<file path="src/rtl/updown_sweep_ctrl_if.sv">
// Signal bundle between the sweep controller and its surroundings: the
// board-level start/stop/bounds, the counter feedback and the counter
// control outputs. The controller uses the slave view and its driver uses
// the master view.
interface updown_sweep_ctrl_if;
    logic       start;
    logic       stop;
    logic [3:0] lo;
    logic [3:0] hi;
    logic [3:0] q;
    logic       up;
    logic       en;
    logic       cnt_clr;
    logic       busy;
    logic       done;
    logic       err;
    logic [3:0] pass_cnt;

    modport master (
        output start, stop, lo, hi, q,
        input  up, en, cnt_clr, busy, done, err, pass_cnt
    );

    modport slave (
        input  start, stop, lo, hi, q,
        output up, en, cnt_clr, busy, done, err, pass_cnt
    );
endinterface

</file>
<file path="src/rtl/updown_sweep_ctrl.sv">
// Sweep controller for a 4-bit up/down counter. It clears the counter,
// seeks up to lo, then bounces between lo and hi, dwelling DWELL cycles at
// each bound, for PASSES round trips (PASSES = 0 runs until stopped).
// The loop is closed on the fed-back counter value q. Each transition is
// taken on the edge where the counter is one step short of the target, so
// the counter lands exactly on the bound on the edge the FSM changes state.
module updown_sweep_ctrl #(
    parameter int unsigned DWELL  = 3,
    parameter int unsigned PASSES = 2
) (
    input  logic              clk,
    input  logic              clr,
    updown_sweep_ctrl_if.slave bus
);

    localparam int unsigned   DW         = (DWELL > 1) ? $clog2(DWELL) : 1;
    localparam logic [DW-1:0] DWELL_LAST = DW'(DWELL - 1);
    localparam logic [3:0]    PASS_TGT   = 4'(PASSES);

    typedef enum logic [2:0] {
        S_IDLE,
        S_CLEAR,
        S_SEEK,
        S_RISE,
        S_TOP,
        S_FALL,
        S_BOTTOM,
        S_FINISH
    } state_t;

    state_t        state;
    state_t        state_nxt;
    logic [DW-1:0] dwell_cnt;
    logic [3:0]    pass_cnt_r;
    logic          err_r;

    logic          lo_lt_hi;
    logic          dwell_last;
    logic          pass_last;
    logic          stop_hit;
    logic [3:0]    lo_m1;
    logic [3:0]    lo_p1;
    logic [3:0]    hi_m1;
    logic [3:0]    pass_inc;

    logic          up_c;
    logic          en_c;
    logic          cnt_clr_c;
    logic          done_c;

    assign lo_lt_hi   = (bus.lo < bus.hi);
    assign lo_m1      = bus.lo - 4'd1;
    assign lo_p1      = bus.lo + 4'd1;
    assign hi_m1      = bus.hi - 4'd1;
    assign dwell_last = (dwell_cnt == DWELL_LAST);
    // pass_cnt wraps 15 -> 0 naturally when running endlessly.
    assign pass_inc   = pass_cnt_r + 4'd1;
    assign pass_last  = (PASSES != 0) && (pass_inc == PASS_TGT);
    // stop is ignored in IDLE (start wins) and in FINISH (done always pulses).
    assign stop_hit   = bus.stop && (state != S_IDLE) && (state != S_FINISH);

    // State register; reset lands in IDLE without touching the counter.
    always_ff @(posedge clk or negedge clr) begin
        if (!clr) begin
            state <= S_IDLE;
        end else begin
            state <= state_nxt;
        end
    end

    // Next-state logic and Moore decode of the counter controls.
    always_comb begin
        state_nxt = state;
        up_c      = 1'b1;
        en_c      = 1'b0;
        cnt_clr_c = 1'b0;
        done_c    = 1'b0;
        case (state)
            S_IDLE: begin
                if (bus.start && lo_lt_hi) state_nxt = S_CLEAR;
            end
            S_CLEAR: begin
                cnt_clr_c = 1'b1;
                state_nxt = (bus.lo == 4'd0) ? S_RISE : S_SEEK;
            end
            S_SEEK: begin
                en_c = 1'b1;
                if (bus.q == lo_m1) state_nxt = S_RISE;
            end
            S_RISE: begin
                en_c = 1'b1;
                if (bus.q == hi_m1) state_nxt = S_TOP;
            end
            S_TOP: begin
                up_c = 1'b0;
                if (dwell_last) state_nxt = S_FALL;
            end
            S_FALL: begin
                up_c = 1'b0;
                en_c = 1'b1;
                if (bus.q == lo_p1) state_nxt = S_BOTTOM;
            end
            S_BOTTOM: begin
                if (dwell_last) state_nxt = pass_last ? S_FINISH : S_RISE;
            end
            S_FINISH: begin
                done_c    = 1'b1;
                state_nxt = S_IDLE;
            end
            default: begin
                state_nxt = S_IDLE;
            end
        endcase
        if (stop_hit) state_nxt = S_IDLE;
    end

    // Dwell counter: zero on every state change, counts while parked at a bound.
    always_ff @(posedge clk or negedge clr) begin
        if (!clr) begin
            dwell_cnt <= '0;
        end else if (state_nxt != state) begin
            dwell_cnt <= '0;
        end else if ((state == S_TOP) || (state == S_BOTTOM)) begin
            dwell_cnt <= dwell_cnt + 1'b1;
        end
    end

    // Round-trip counter: cleared by an accepted start, bumped on the last
    // BOTTOM cycle unless that cycle is being aborted.
    always_ff @(posedge clk or negedge clr) begin
        if (!clr) begin
            pass_cnt_r <= 4'd0;
        end else if ((state == S_IDLE) && bus.start && lo_lt_hi) begin
            pass_cnt_r <= 4'd0;
        end else if ((state == S_BOTTOM) && dwell_last && !stop_hit) begin
            pass_cnt_r <= pass_inc;
        end
    end

    // Registered one-cycle error pulse for a start with illegal bounds.
    always_ff @(posedge clk or negedge clr) begin
        if (!clr) begin
            err_r <= 1'b0;
        end else begin
            err_r <= (state == S_IDLE) && bus.start && !lo_lt_hi;
        end
    end

    assign bus.up       = up_c;
    assign bus.en       = en_c;
    assign bus.cnt_clr  = cnt_clr_c;
    assign bus.busy     = (state != S_IDLE);
    assign bus.done     = done_c;
    assign bus.err      = err_r;
    assign bus.pass_cnt = pass_cnt_r;

endmodule

</file>
<file path="src/flat_wrapper.sv">
// flat-port wrapper written by rule: the top's interface ports become plain ports
module updown_sweep_ctrl_flat 
#(
    parameter int unsigned DWELL  = 3,
    parameter int unsigned PASSES = 2
)
  (clk, clr, bus_start, bus_stop, bus_lo, bus_hi, bus_q, bus_up, bus_en, bus_cnt_clr, bus_busy, bus_done, bus_err, bus_pass_cnt);
  updown_sweep_ctrl_if bus_i ();
  input  logic clk;
  input  logic clr;
  input wire logic [$bits(bus_i.start)-1:0] bus_start;
  input wire logic [$bits(bus_i.stop)-1:0] bus_stop;
  input wire logic [$bits(bus_i.lo)-1:0] bus_lo;
  input wire logic [$bits(bus_i.hi)-1:0] bus_hi;
  input wire logic [$bits(bus_i.q)-1:0] bus_q;
  output wire logic [$bits(bus_i.up)-1:0] bus_up;
  output wire logic [$bits(bus_i.en)-1:0] bus_en;
  output wire logic [$bits(bus_i.cnt_clr)-1:0] bus_cnt_clr;
  output wire logic [$bits(bus_i.busy)-1:0] bus_busy;
  output wire logic [$bits(bus_i.done)-1:0] bus_done;
  output wire logic [$bits(bus_i.err)-1:0] bus_err;
  output wire logic [$bits(bus_i.pass_cnt)-1:0] bus_pass_cnt;
  assign bus_i.start = bus_start;
  assign bus_i.stop = bus_stop;
  assign bus_i.lo = bus_lo;
  assign bus_i.hi = bus_hi;
  assign bus_i.q = bus_q;
  assign bus_up = bus_i.up;
  assign bus_en = bus_i.en;
  assign bus_cnt_clr = bus_i.cnt_clr;
  assign bus_busy = bus_i.busy;
  assign bus_done = bus_i.done;
  assign bus_err = bus_i.err;
  assign bus_pass_cnt = bus_i.pass_cnt;
  updown_sweep_ctrl #(.DWELL(DWELL), .PASSES(PASSES)) u_core (.clk(clk), .clr(clr), .bus(bus_i));
endmodule
</file>
<file path="config.mk">
export PLATFORM = sky130hd
export DESIGN_NAME = updown_sweep_ctrl_flat
export DESIGN_NICKNAME = d
export VERILOG_FILES = /design/src/rtl/updown_sweep_ctrl_if.sv /design/src/rtl/updown_sweep_ctrl.sv /design/src/flat_wrapper.sv
export SDC_FILE = /design/constraint.sdc
export NUM_CORES = 1
export LEC_CHECK = 0
export CORE_MARGIN = 1.5
export CORE_UTILIZATION = 51
export CTS_BUF_LIST = sky130_fd_sc_hd__clkbuf_8
export CTS_CLUSTER_DIAMETER = 80
export DETAILED_ROUTE_END_ITERATION = 12
export PLACE_DENSITY = 0.82
export SLEW_MARGIN = 20
export SYNTH_ARGS = -nofsm -noshare
export SYNTH_HDL_FRONTEND = slang
export SYNTH_SLANG_ARGS = --single-unit
export TNS_END_PERCENT = 100
</file>
<file path="constraint.sdc">
create_clock -name clk -period 2 [get_ports clk]
set_input_delay 0.2 -clock clk [delete_from_list [all_inputs] [get_ports clk]]
set_output_delay 0.2 -clock clk [all_outputs]
set_load 0.02 [all_outputs]
</file>
==> run_1/cell_classes.png <==
Drawn at 6 px/µm.
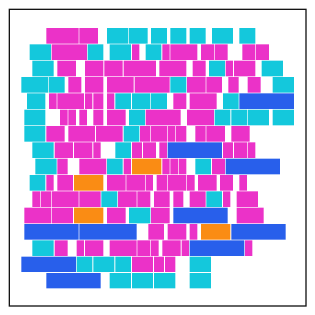
- magenta: all other logic (cells 108)
- cyan: other buffers and delay cells (cells 49)
- orange: clock drivers and dummy loads (cells 4)
- blue: flops (cells 10)
sequential share of cell area: 16.0%
# rows: 16
final core utilization: 79.1%

==> run_1/final_placement.png <==
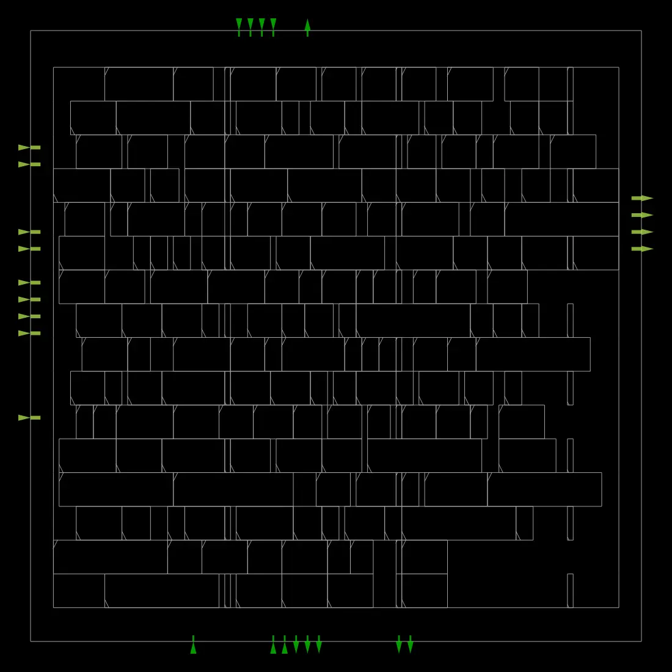
core box area: 1980 µm²
Tapcells: 27
Fill cells: 120
flop count: 10

==> run_1/clock_map.png <==
Drawn at 6 px/µm.
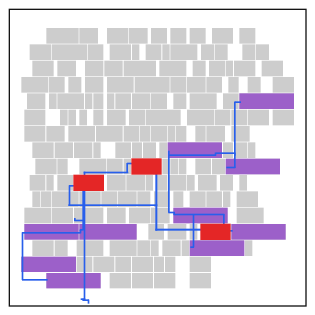
- blue: clock wires (length 157 µm)
- red: cells driving clock nets (count 3)
- purple: flip-flops (count 10)
- routed clock nets: 4
Clock group: 0.000257 W
clk_skew: 0.00599 ns

==> run_1/registers.png <==
Drawn at 6 px/µm. Other sequential cells in the stronger gray, the rest of the logic in the fainter gray.
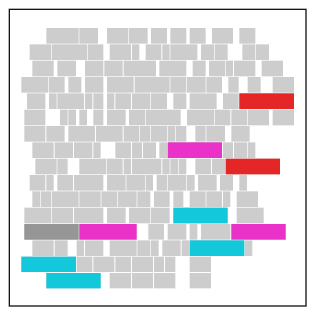
- magenta: `u_core.state` (placed flops 3)
- red: `u_core.dwell_cnt` (placed flops 2)
- cyan: `u_core.bus.pass_cnt` (placed flops 4)
- not colored: 1
Seq power: 0.000225 W
Reg area: 251 µm²

==> metrics.csv, run 1 <==
stage,metric,value,unit
final_layout,Top cell excl fill/tap,buf_4,
final_timing,Slew HR,69.0,%
final_layout,share of cells above drive strength 1,25.7,%
logic_synthesis,Main synth FF type,dfrtp_1,
logic_synthesis,Top logic family,simple AND/OR/NAND/NOR gates,
cts,"CTS clk-pin slew, worst paths",0.05,ns
cts,CTS Buf Count,3,
global_route,grt met1 use,27.8,%
global_route,largest net degree at the start of global routing,13,
worst_setup_path,Worst setup SP type,input port,
pwr,cell internal pwr,0.000542,W
final_layout,max reg flops,4,
floorplanning,num ports,26,
cts,clk_lat worst skew,0.24,ns
run_status,outcome,completed,
detailed_routing,DR DRC count,0,
final_timing,min cycle time layout,1.95,ns
detailed_routing,Detailed Routing Iterations Pass 1,4,
logic_synthesis,"Seq/Total Area, Yosys",23.0,%
worst_setup_path,Critical Path AT,2.11,ns
pwr,switching fraction of total power,31.9,%
place,Placer Congestion,0.855,
logic_synthesis,Synth area leaders,"dfrtp_1 (23%), ha_1 (11%), xnor2_1 (7.2%)",
final_timing,Fin Hold WS,0.279,ns
worst_setup_path,worst reg2reg path depth,9,
final_layout,nonclk buf count,49,
place,placed cells,186,
detailed_routing,via count,1149,
logic_synthesis,count of library flops with an enable pin,0,
logic_synthesis,Ys Warns,0,
floorplanning,Die ar.,2420,µm²
final_layout,synthesis-to-layout area growth,44.0,%
worst_setup_path,CP Capture Type,register,
logic_synthesis,Floorplan Nets,149,
pwr,P_leak,0.719,nW
final_layout,Multi-In Gates,96,
worst_setup_path,CP Depth,9,
logic_synthesis,Post-Syn Area,1090,µm²
final_layout,design area,1570,µm²
run,max-cap violations,0,
logic_synthesis,Async SR Flop Fraction,100,%
final_timing,Setup-failing EPs final,0,
final_layout,most numerous logic cells after layout,"buf_4 (24), clkdlybuf4s50_1 (21), nor2_1 (10)",
final_layout,# clk buffers,4,
place,# port buffers,25,
worst_setup_path,Worst R2R Setup Slack,0.07,ns
worst_setup_path,Reg-to-Reg Start,u_core.dwell_cnt[0],
==> run_1/port_nets.png <==
Drawn at 10 px/µm.
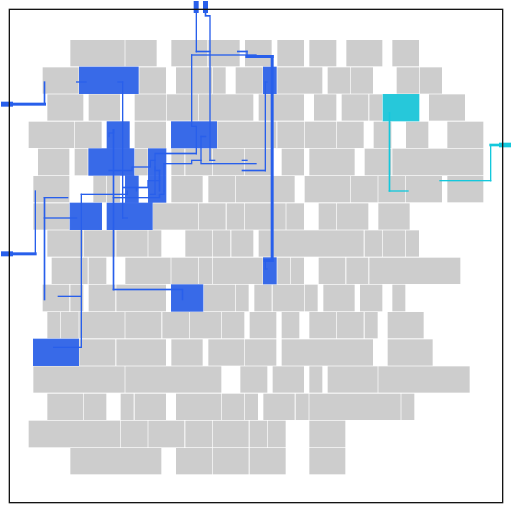

==> run 2: changes to the inputs <==
- MAX_ROUTING_LAYER: default -> met4
==> run_2/port_nets.png <==
Drawn at 10 px/µm.
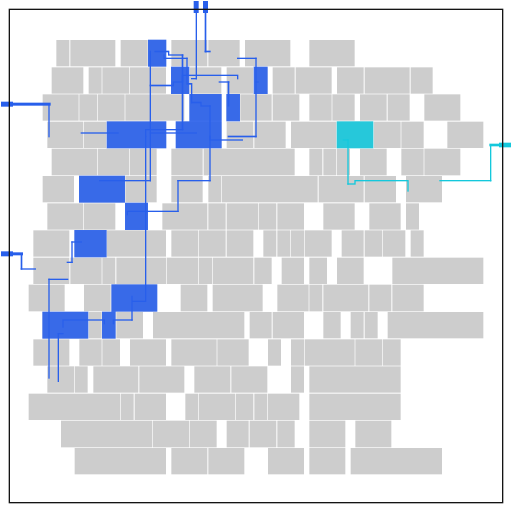
- blue: `bus_lo` (bits 4; direction input; end cells 13; wire 169 µm)
- cyan: `bus_en` (bits 1; direction output; end cells 1; wire 21.6 µm)

==> run_2/clock_map.png <==
Drawn at 6 px/µm.
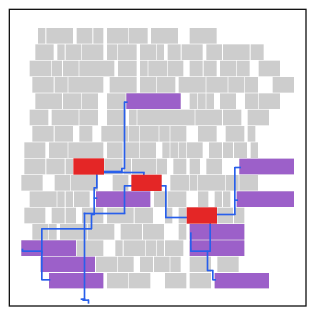
- purple: flip-flops (count 10)
- blue: clock wires (length 142 µm)
- red: cells driving clock nets (count 3)
- routed clock nets: 4
clk_skew: 0.00400 ns
clk_lat worst skew: 0.23 ns

==> run 2 against run 1 <==
  * Utilization shrank 1.5 points
  * Clock skew shrank 0.0020 ns
  * Largest power group unchanged
  * Global-route usage decreased by 2.0 points
  * Via count decreased by 9.5%
  * Synthesized area did not move
  * Register-to-register slack hardly changed
  * Total power fell by 10%
  * Die area stayed put
  * Fmax rose by 1.2%
  * Critical path depth is 6 lower
  * Non-clock buffer count fell by 5
==> metrics.csv, run 2 <==
stage,metric,value,unit
place,placed cells,187,
worst_setup_path,Worst R2R Setup Slack,0.08,ns
logic_synthesis,Main synth FF type,dfrtp_1,
place,# port buffers,25,
run,max-cap violations,0,
logic_synthesis,Floorplan Nets,149,
final_timing,min cycle time layout,1.93,ns
worst_setup_path,CP Depth,3,
detailed_routing,DR DRC count,0,
final_layout,max reg flops,4,
logic_synthesis,Async SR Flop Fraction,100,%
cts,CTS Buf Count,3,
pwr,P_leak,0.698,nW
worst_setup_path,Reg-to-Reg Start,u_core.dwell_cnt[0],
final_layout,Multi-In Gates,96,
place,Placer Congestion,0.917,
logic_synthesis,Top logic family,simple AND/OR/NAND/NOR gates,
final_timing,Fin Hold WS,0.295,ns
final_layout,# clk buffers,3,
worst_setup_path,Critical Path AT,1.73,ns
logic_synthesis,count of library flops with an enable pin,0,
final_timing,Setup-failing EPs final,0,
pwr,Seq power,0.000232,W
final_timing,Slew HR,68.0,%
run_status,outcome,completed,
final_layout,most numerous logic cells after layout,"clkdlybuf4s50_1 (21), buf_4 (19), ha_1 (10)",
final_layout,nonclk buf count,44,
logic_synthesis,Synth area leaders,"dfrtp_1 (23%), ha_1 (11%), xnor2_1 (7.2%)",
pwr,switching fraction of total power,32.4,%
global_route,largest net degree at the start of global routing,15,
final_layout,flop count,10,
detailed_routing,via count,1040,
floorplanning,# rows,16,
worst_setup_path,Worst setup SP type,register,
final_layout,share of cells above drive strength 1,24.8,%
floorplanning,core box area,1980,µm²
logic_synthesis,Ys Warns,0,
final_layout,Reg area,251,µm²
worst_setup_path,CP Capture Type,output port,
pwr,cell internal pwr,0.000483,W
pwr,Clock group,0.000204,W
final_layout,Fill cells,128,
global_route,grt met1 use,26.9,%
No activity file was given, so power comes from the tool's default toggle rates.
